### Nets reached from selected ports, run 1

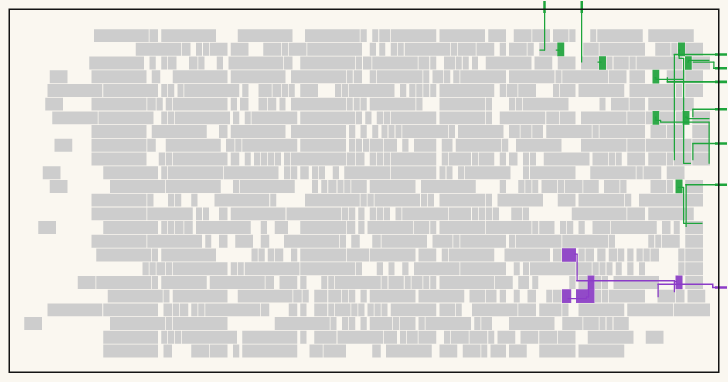
### Cell outlines without signal wires, run 1

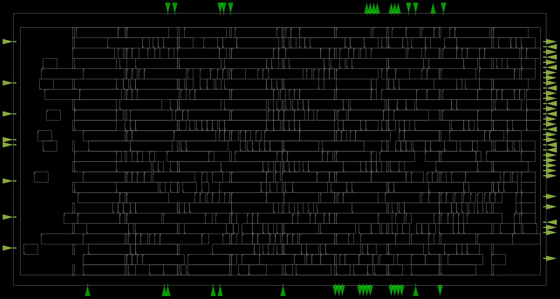
### Metal 3, run 1

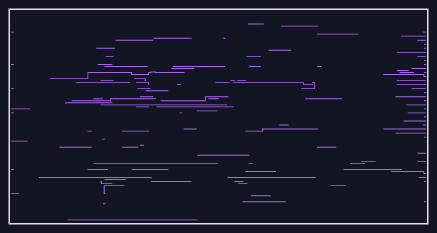
==> src/rtl/alu_cmd_sequencer.sv <==
`timescale 1ns/1ps
// alu_cmd_sequencer
// Command-driven controller for the 8-bit ALU datapath. Commands (LOAD_A, LOAD_B, EXEC, CLEAR)
// arrive on a valid/ready port and are buffered in a QDEPTH-entry FIFO. The FSM pops one command
// at a time. It drives registered operand/select/shift values to the ALU and waits ALU_LAT settle
// cycles after an EXEC. It then captures the ALU result and flags into a valid/ready result port
// and keeps a sticky OR of all captured flags.
//
// Ports:
//   clk, rst_n                  clock, asynchronous active-low reset
//   ena                         global enable; freezes FSM and FIFO push/pop when low
//   cmd_valid/cmd_ready         command handshake
//   cmd_type/data/op/shift      command fields (00 LOAD_A, 01 LOAD_B, 10 EXEC, 11 CLEAR)
//   alu_a/alu_b/alu_s/alu_shift registered ALU inputs
//   alu_y, alu_zero/carry/overflow  ALU result and flags (combinational from alu_*)
//   res_valid/res_ready         result handshake
//   res_y, res_flags            captured result and {overflow, carry, zero}
//   sticky_flags                OR of captured flags since reset/CLEAR
//   busy                        FSM not idle or FIFO non-empty
//   q_level                     FIFO occupancy
module alu_cmd_sequencer #(
  parameter int unsigned QDEPTH  = 4,
  parameter int unsigned ALU_LAT = 1
) (
  input  logic                    clk,
  input  logic                    rst_n,
  input  logic                    ena,
  input  logic                    cmd_valid,
  output logic                    cmd_ready,
  input  logic [1:0]              cmd_type,
  input  logic [7:0]              cmd_data,
  input  logic [2:0]              cmd_op,
  input  logic [3:0]              cmd_shift,
  output logic [7:0]              alu_a,
  output logic [7:0]              alu_b,
  output logic [2:0]              alu_s,
  output logic [3:0]              alu_shift,
  input  logic [7:0]              alu_y,
  input  logic                    alu_zero,
  input  logic                    alu_carry,
  input  logic                    alu_overflow,
  output logic                    res_valid,
  input  logic                    res_ready,
  output logic [7:0]              res_y,
  output logic [2:0]              res_flags,
  output logic [2:0]              sticky_flags,
  output logic                    busy,
  output logic [$clog2(QDEPTH):0] q_level
);

  localparam int unsigned AW = $clog2(QDEPTH);
  localparam int unsigned CW = (ALU_LAT > 1) ? $clog2(ALU_LAT) : 1;
  localparam logic [CW-1:0] CntInit   = CW'(ALU_LAT - 1);
  localparam logic [AW:0]   LevelFull = (AW + 1)'(QDEPTH);

  localparam logic [1:0] CmdLoadA = 2'b00;
  localparam logic [1:0] CmdLoadB = 2'b01;
  localparam logic [1:0] CmdExec  = 2'b10;
  localparam logic [1:0] CmdClear = 2'b11;

  typedef enum logic [2:0] {StIdle, StDecode, StSettle, StCapture, StHold} state_e;

  state_e state_q, state_d;

  // FIFO: entry = {type, data, op, shift}
  logic [16:0]   mem_q [QDEPTH];
  logic [AW-1:0] wr_ptr_q, rd_ptr_q;
  logic [AW:0]   count_q;
  logic          fifo_empty, fifo_full, push, pop;

  logic [16:0]   cur_q, cur_d;
  logic [7:0]    alu_a_q, alu_a_d, alu_b_q, alu_b_d;
  logic [2:0]    alu_s_q, alu_s_d;
  logic [3:0]    alu_shift_q, alu_shift_d;
  logic [CW-1:0] cnt_q, cnt_d;
  logic          res_valid_q, res_valid_d;
  logic [7:0]    res_y_q, res_y_d;
  logic [2:0]    res_flags_q, res_flags_d;
  logic [2:0]    sticky_q, sticky_d;
  logic          capture;

  logic [1:0] cur_type;
  logic [7:0] cur_data;
  logic [2:0] cur_op;
  logic [3:0] cur_shift;

  assign cur_type  = cur_q[16:15];
  assign cur_data  = cur_q[14:7];
  assign cur_op    = cur_q[6:4];
  assign cur_shift = cur_q[3:0];

  assign fifo_empty = (count_q == '0);
  assign fifo_full  = (count_q == LevelFull);
  // Ready depends only on registered occupancy, so a same-cycle pop never frees a slot.
  assign cmd_ready  = ena && !fifo_full;
  assign push       = cmd_valid && cmd_ready;
  assign pop        = ena && (state_q == StIdle) && !fifo_empty;

  always_ff @(posedge clk) begin
    if (push) begin
      mem_q[wr_ptr_q] <= {cmd_type, cmd_data, cmd_op, cmd_shift};
    end
  end

  always_ff @(posedge clk or negedge rst_n) begin
    if (!rst_n) begin
      wr_ptr_q <= '0;
      rd_ptr_q <= '0;
      count_q  <= '0;
    end else begin
      if (push) wr_ptr_q <= wr_ptr_q + 1'b1;
      if (pop)  rd_ptr_q <= rd_ptr_q + 1'b1;
      if (push && !pop) begin
        count_q <= count_q + 1'b1;
      end else if (pop && !push) begin
        count_q <= count_q - 1'b1;
      end
    end
  end

  // FSM state register
  always_ff @(posedge clk or negedge rst_n) begin
    if (!rst_n) begin
      state_q <= StIdle;
    end else begin
      state_q <= state_d;
    end
  end

  // FSM next state
  always_comb begin
    state_d = state_q;
    if (ena) begin
      unique case (state_q)
        StIdle:    if (!fifo_empty) state_d = StDecode;
        StDecode:  state_d = (cur_type == CmdExec) ? StSettle : StIdle;
        StSettle:  if (cnt_q == '0) state_d = StCapture;
        // An unconsumed result parks the FSM in HOLD with ALU inputs untouched.
        StCapture,
        StHold:    state_d = res_valid_q ? StHold : StIdle;
        default:   state_d = StIdle;
      endcase
    end
  end

  // Capture uses the registered res_valid, so it can never coincide with a consumer handshake.
  assign capture = ena && ((state_q == StCapture) || (state_q == StHold)) && !res_valid_q;

  // FSM outputs / datapath next values
  always_comb begin
    cur_d       = cur_q;
    alu_a_d     = alu_a_q;
    alu_b_d     = alu_b_q;
    alu_s_d     = alu_s_q;
    alu_shift_d = alu_shift_q;
    cnt_d       = cnt_q;
    res_valid_d = res_valid_q;
    res_y_d     = res_y_q;
    res_flags_d = res_flags_q;
    sticky_d    = sticky_q;

    if (pop) cur_d = mem_q[rd_ptr_q];

    if (ena && (state_q == StDecode)) begin
      unique case (cur_type)
        CmdLoadA: alu_a_d = cur_data;
        CmdLoadB: alu_b_d = cur_data;
        CmdExec: begin
          alu_s_d     = cur_op;
          alu_shift_d = cur_shift;
          cnt_d       = CntInit;
        end
        CmdClear: begin
          alu_a_d     = '0;
          alu_b_d     = '0;
          alu_s_d     = '0;
          alu_shift_d = '0;
          sticky_d    = '0;
        end
        default: ;
      endcase
    end

    if (ena && (state_q == StSettle) && (cnt_q != '0)) cnt_d = cnt_q - 1'b1;

    // The result handshake is the consumer's, so it is honoured even while ena is low.
    if (res_valid_q && res_ready) res_valid_d = 1'b0;

    if (capture) begin
      res_y_d     = alu_y;
      res_flags_d = {alu_overflow, alu_carry, alu_zero};
      sticky_d    = sticky_q | {alu_overflow, alu_carry, alu_zero};
      res_valid_d = 1'b1;
    end
  end

  always_ff @(posedge clk or negedge rst_n) begin
    if (!rst_n) begin
      cur_q       <= '0;
      alu_a_q     <= '0;
      alu_b_q     <= '0;
      alu_s_q     <= '0;
      alu_shift_q <= '0;
      cnt_q       <= '0;
      res_valid_q <= 1'b0;
      res_y_q     <= '0;
      res_flags_q <= '0;
      sticky_q    <= '0;
    end else begin
      cur_q       <= cur_d;
      alu_a_q     <= alu_a_d;
      alu_b_q     <= alu_b_d;
      alu_s_q     <= alu_s_d;
      alu_shift_q <= alu_shift_d;
      cnt_q       <= cnt_d;
      res_valid_q <= res_valid_d;
      res_y_q     <= res_y_d;
      res_flags_q <= res_flags_d;
      sticky_q    <= sticky_d;
    end
  end

  assign alu_a        = alu_a_q;
  assign alu_b        = alu_b_q;
  assign alu_s        = alu_s_q;
  assign alu_shift    = alu_shift_q;
  assign res_valid    = res_valid_q;
  assign res_y        = res_y_q;
  assign res_flags    = res_flags_q;
  assign sticky_flags = sticky_q;
  assign busy         = (state_q != StIdle) || !fifo_empty;
  assign q_level      = count_q;

endmodule

==> config.mk <==
export PLATFORM = sky130hd
export DESIGN_NAME = alu_cmd_sequencer
export DESIGN_NICKNAME = d
export VERILOG_FILES = /design/src/rtl/alu_cmd_sequencer.sv
export SDC_FILE = /design/constraint.sdc
export NUM_CORES = 1
export LEC_CHECK = 0
export ABC_AREA = 1
export CAP_MARGIN = 20
export CORE_ASPECT_RATIO = 0.5
export CORE_MARGIN = 1.5
export CORE_UTILIZATION = 59
export DETAILED_ROUTE_END_ITERATION = 8
export PLACE_DENSITY = 0.87
export REMOVE_ABC_BUFFERS = 1
export SLEW_MARGIN = 10
export SYNTH_ARGS = -nofsm -noshare
export SYNTH_HDL_FRONTEND = slang
export SYNTH_SLANG_ARGS = --single-unit
==> constraint.sdc <==
create_clock -name clk -period 5.8 [get_ports clk]
set_clock_uncertainty 0.15 [all_clocks]
set_input_delay 0.87 -clock clk [delete_from_list [all_inputs] [get_ports clk]]
set_output_delay 0.87 -clock clk [all_outputs]
set_load 0.05 [all_outputs]
==> flow_summary.ini, run 1 <==
; flow metrics
[setup_path]
crit_family = buffers and inverters
startpoint = ena
path_common_cell = clkdlybuf4s50_1
end_kind = output port
crit_fanout = 5
path_class = input port to output port
regToRegSetupSlack_ns = 3.22
cp.depth = 4
crit_buf_inv = 3
required_ns = 4.78
arrival_ns = 2.49
critical-path-slowest-cell = clkdlybuf4s50_1

[pwr]
p_leak_nw = 3.04
ir_worst_vdd_mv = 0.315
comb-power_mw = 1.64
power-top-group = combinational logic
p_int_mw = 2.53
pg_clk_mw = 1.15
clockPowerShare_pct = 27.2
power_frac_seq_pct = 34.1
swShare_pct = 40.3

[logic_synthesis]
ys_cells = 520
most_common_cell = nand2_1
ys_sh_simple_pct = 18.5
edf_count = 68
ys_seq_share_pct = 66.3
synth_flops = 134
synthCells = 520
logic_family = simple AND/OR/NAND/NOR gates
yosys-mux-area-fraction_pct = 0.202
synthesis.area_mm2 = 0.00557
yosysTopAreaCell = edfxtp_1
yosysWarnings = 0
compound_area_share_pct = 7.79
top_cells_by_area = edfxtp_1 37%, dfrtp_1 30%, nand2_1 10%
top_cells_by_count = 149 x nand2_1, 79 x nor2_1, 68 x edfxtp_1, 66 x dfrtp_1, 41 x o21ai_0
xor_share_pct = 0.629

[final_timing]
setup_viol = 0
worst_pin_slew_ns = 0.905
grt_setup_unrepaired = no
fmax_mhz = 285
holdWs_ns = 0.326
slew_headroom_pct = 39.6
final.setup.tns_ns = 0
finalHoldViolCount = 0
finalCritPeriodShare_pct = 60.6
fin_crit_ns = 3.51
maxSlewViolCount = 0

[final_layout]
largest_reg_flops = 68
final.fill_count = 501
max_flop_register = mem_q
drive_gt1_share_pct = 11.1
syn_to_final_growth_pct = 26.0
final-seq-area_mm2 = 0.00369
diodes = 0
nNetsFinal = 641
top_regs = mem_q x68, cur_q x17

[placement]
hpwl_mm = 7.20
place.gp.congestion = 0.821
port_buffers = 75

[routing]
route.met3.wl_um = 961
first_pass_iters = 5
wl_met2_mm = 6.08
vias = 4050
postRouteAntennaNets = 0
drt_iter0_drc = 360
wire_per_inst_um = 17.0
vias_per_cell = 5.56

[grt]
grt-busiest-layer = met2
grt_pass1_vias = 4073
grt-ovfl-total = 0
grtUsageMet3_pct = 7.89
grtUsageMet1_pct = 32.6
grt_pass1_wl_mm = 19.8
grt.met2_usage_pct = 44.5

[die]
chipArea_mm2 = 0.0101
coreArea_mm2 = 0.00895
die_h_um = 71.7

[min_path]
hold_path_class = flop to flop
hold_depth = 2
worst_hold_path.endpoint = alu_b[5]

[clocking]
path_clk_slew_ns = 0.06
cts_max_path_buffers = 2
clock_sinks = 134
cts_resized = 0
numCtsBuffers = 17
cts_setup_buffers = 0
clk_latency_ns = 0.42

[flow_run]
warning_count = 30

[outcome]
outcome = finished, final reports clean
## Picture notes: 'Nets reached from selected ports'
port	colour	bits	direction	end cells	wire
ena	purple	1	input	5	50.1 um
alu_y	green	8	input	8	166 um

## Picture notes: 'Cell outlines without signal wires'
num rows: 24
Post-Layout Cell Count: 729

## Picture notes: 'Metal 3'
wire length on this layer	961 um
share of all routed wire	7.7%

==> run 1: final cells by class <==
class	count	share of cell area [%]
flip-flops and latches	134	52.6
multi-input cells	333	23.2
repair buffers	81	11.3
clock buffers	18	6.11
clock inverters	14	2.96
well taps	117	2.09
inverters	32	1.71
==> run 1: through the flow <==
step	std cells	area (um^2)	util [%]	total power [mW]	setup WS (ns)
CTS	729	7020	78.4	4.24	2.28
finish	729	7020	78.4	4.23	2.29
floorplan	499	5450	-	2.50	3.09
global route	729	7020	78.4	4.43	2.22
global placement	697	6380	71.3	2.98	2.29
detailed placement	697	6380	71.3	3.04	2.28
==> run 1: worst min-delay path, stage by stage, from the launching register on <==
cell	delay (ns)
dfrtp_1	0.34
nand2_1	0.06
nand2_1	0.05
### Where the registers sit, run 1

Other sequential cells in the stronger grey, the rest of the logic in the fainter grey.
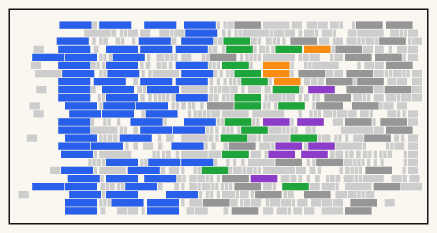

==> inputs of run 2 (changes only) <==
--- a/config.mk
+++ b/config.mk
@@ -9,9 +9,9 @@
 export CAP_MARGIN = 20
 export CORE_ASPECT_RATIO = 0.5
 export CORE_MARGIN = 1.5
-export CORE_UTILIZATION = 59
+export CORE_UTILIZATION = 49
 export DETAILED_ROUTE_END_ITERATION = 8
-export PLACE_DENSITY = 0.87
+export PLACE_DENSITY = 0.77
 export REMOVE_ABC_BUFFERS = 1
 export SLEW_MARGIN = 10
 export SYNTH_ARGS = -nofsm -noshare
==> constraint.sdc (replaced) <==
create_clock -name clk -period 2.9 [get_ports clk]
set_clock_uncertainty 0.15 [all_clocks]
set_input_delay 0.435 -clock clk [delete_from_list [all_inputs] [get_ports clk]]
set_output_delay 0.435 -clock clk [all_outputs]
set_load 0.05 [all_outputs]
### Where the registers sit, run 2

Other sequential cells in the stronger grey, the rest of the logic in the fainter grey.
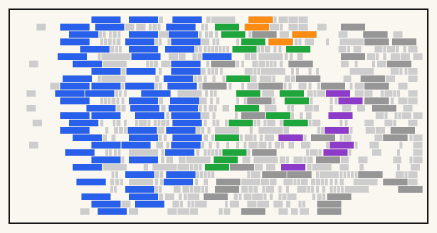
signal	colour	flops
alu_b	purple	8
alu_shift	orange	4
cur_q	green	17
mem_q	blue	68
not coloured	37
sequential cell area share: 52.4%
Seq. cell area: 0.00369 mm^2
Seq. pwr: 2.82 mW
Core Util, Final: 63.8%

==> flow_summary.ini, run 2 <==
; flow metrics
[grt]
grt_pass1_wl_mm = 18.5
grt-ovfl-total = 0
grtUsageTotal_pct = 20.3
grt_pass1_vias = 3763

[pwr]
clockPowerShare_pct = 25.9
power-top-group = combinational logic
p_leak_nw = 3.05
p_int_mw = 4.86
pg_clk_mw = 2.13
comb-power_mw = 3.27
power_mw = 8.22
p_comb_share_pct = 39.8
ir_worst_vdd_mv = 0.444
swShare_pct = 40.9

[clocking]
cts_setup_buffers = 0
numCtsBuffers = 17
cts_max_path_buffers = 2
clk_latency_ns = 0.41
path_clk_slew_ns = 0.06
clock_sinks = 134
cts_resized = 0

[setup_path]
path_common_cell = nor2_1
crit_family = buffers and inverters
regToRegSetupSlack_ns = 0.77
critical-path-slowest-cell = clkdlybuf4s50_1
cp.depth = 5
startpoint = q_level[0]
end_kind = output port
crit_fanout = 4
required_ns = 2.32
arrival_ns = 2.15
crit_buf_inv = 2
path_class = flop to output port

[routing]
vias = 3828
first_pass_iters = 5
wire_per_inst_um = 14.5
postRouteAntennaNets = 0
wl_met2_mm = 5.06
met1_length_mm = 5.15
vias_per_cell = 5.02
drt_iter0_drc = 274

[final_layout]
largest_reg_flops = 68
final.fill_count = 824
layout_top_cell = nand2_1
nNetsFinal = 647
fin_cells = 763
diodes = 0
syn_to_final_growth_pct = 26.6
top_regs = mem_q x68, cur_q x17
stdcell_area_mm2 = 0.00705
drive_gt1_share_pct = 12.5
max_flop_register = mem_q

[final_timing]
grt_setup_unrepaired = no
finalCritPeriodShare_pct = 94.2
setup_viol = 0
final.setup.tns_ns = 0
holdWs_ns = 0.0292
slew_headroom_pct = 45.9
fmax_mhz = 366
maxSlewViolCount = 0
finalHoldViolCount = 0
worst_pin_slew_ns = 0.812
fin_crit_ns = 2.73

[placement]
place.gp.congestion = 0.815
preCtsSetupSlack_ns = 0.370
hpwl_mm = 6.80
dpl_cell_area_mm2 = 0.00646
placed_cells = 731

[die]
chipArea_mm2 = 0.0121
die_h_um = 78.4
die_w_um = 154
coreArea_mm2 = 0.0110
num_rows = 27

[logic_synthesis]
most_common_cell = nand2_1
edf_count = 68
synthCells = 520
ys_seq_share_pct = 66.3
yosysTopAreaCell = edfxtp_1
synthesis.area_mm2 = 0.00557
yosysWarnings = 0
top_cells_by_area = edfxtp_1 37%, dfrtp_1 30%, nand2_1 10%
ys_cells = 520
synth_flops = 134

[min_path]
hold_path_class = input port to async pin

[flow_run]
cap_violations = 0
warning_count = 30

[outcome]
outcome = finished, final reports clean
### Nets reached from selected ports, run 2

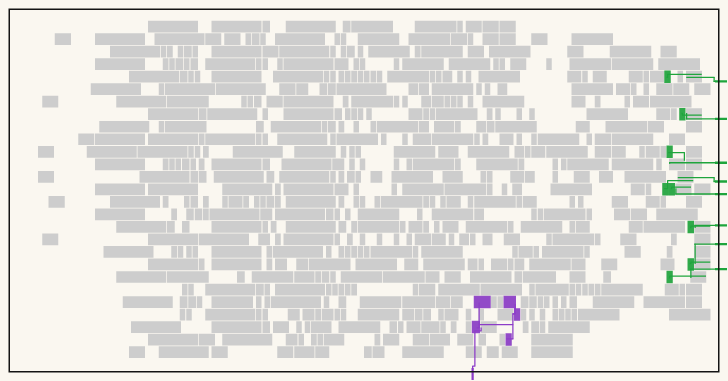
port	colour	bits	direction	end cells	wire
ena	purple	1	input	5	33.9 um
alu_y	green	8	input	8	112 um

==> run 2: final cells by class <==
| cell class | count | area [um^2] | share of cell area [%] |
|---|---|---|---|
| sequential | 134 | 3690 | 52.4 |
| clock inverter | 15 | 166 | 2.36 |
| timing repair buffer | 87 | 833 | 11.8 |
| clock buffer | 17 | 425 | 6.03 |
| multi-input combinational | 333 | 1630 | 23.1 |
| inverter | 32 | 120 | 1.70 |
| tap | 145 | 181 | 2.57 |
==> run 2: kinds of logic after synthesis <==
logic type	after synthesis	synth area share, %
simple gates	250	18.5
flops	134	66.3
compound gates	69	7.79
buf+inv	53	4.42
fa+ha+maj	9	2.16
xor+xnor	4	0.629
mux	1	0.202
==> run 2: routing by layer <==
layer	global-route usage, %	vias up
met1	26.6	1784
met4	8.25	0
met3	6.79	18
li1	-	1886
met2	31.4	140
met5	0	-
Power and IR drop assume default switching activity.
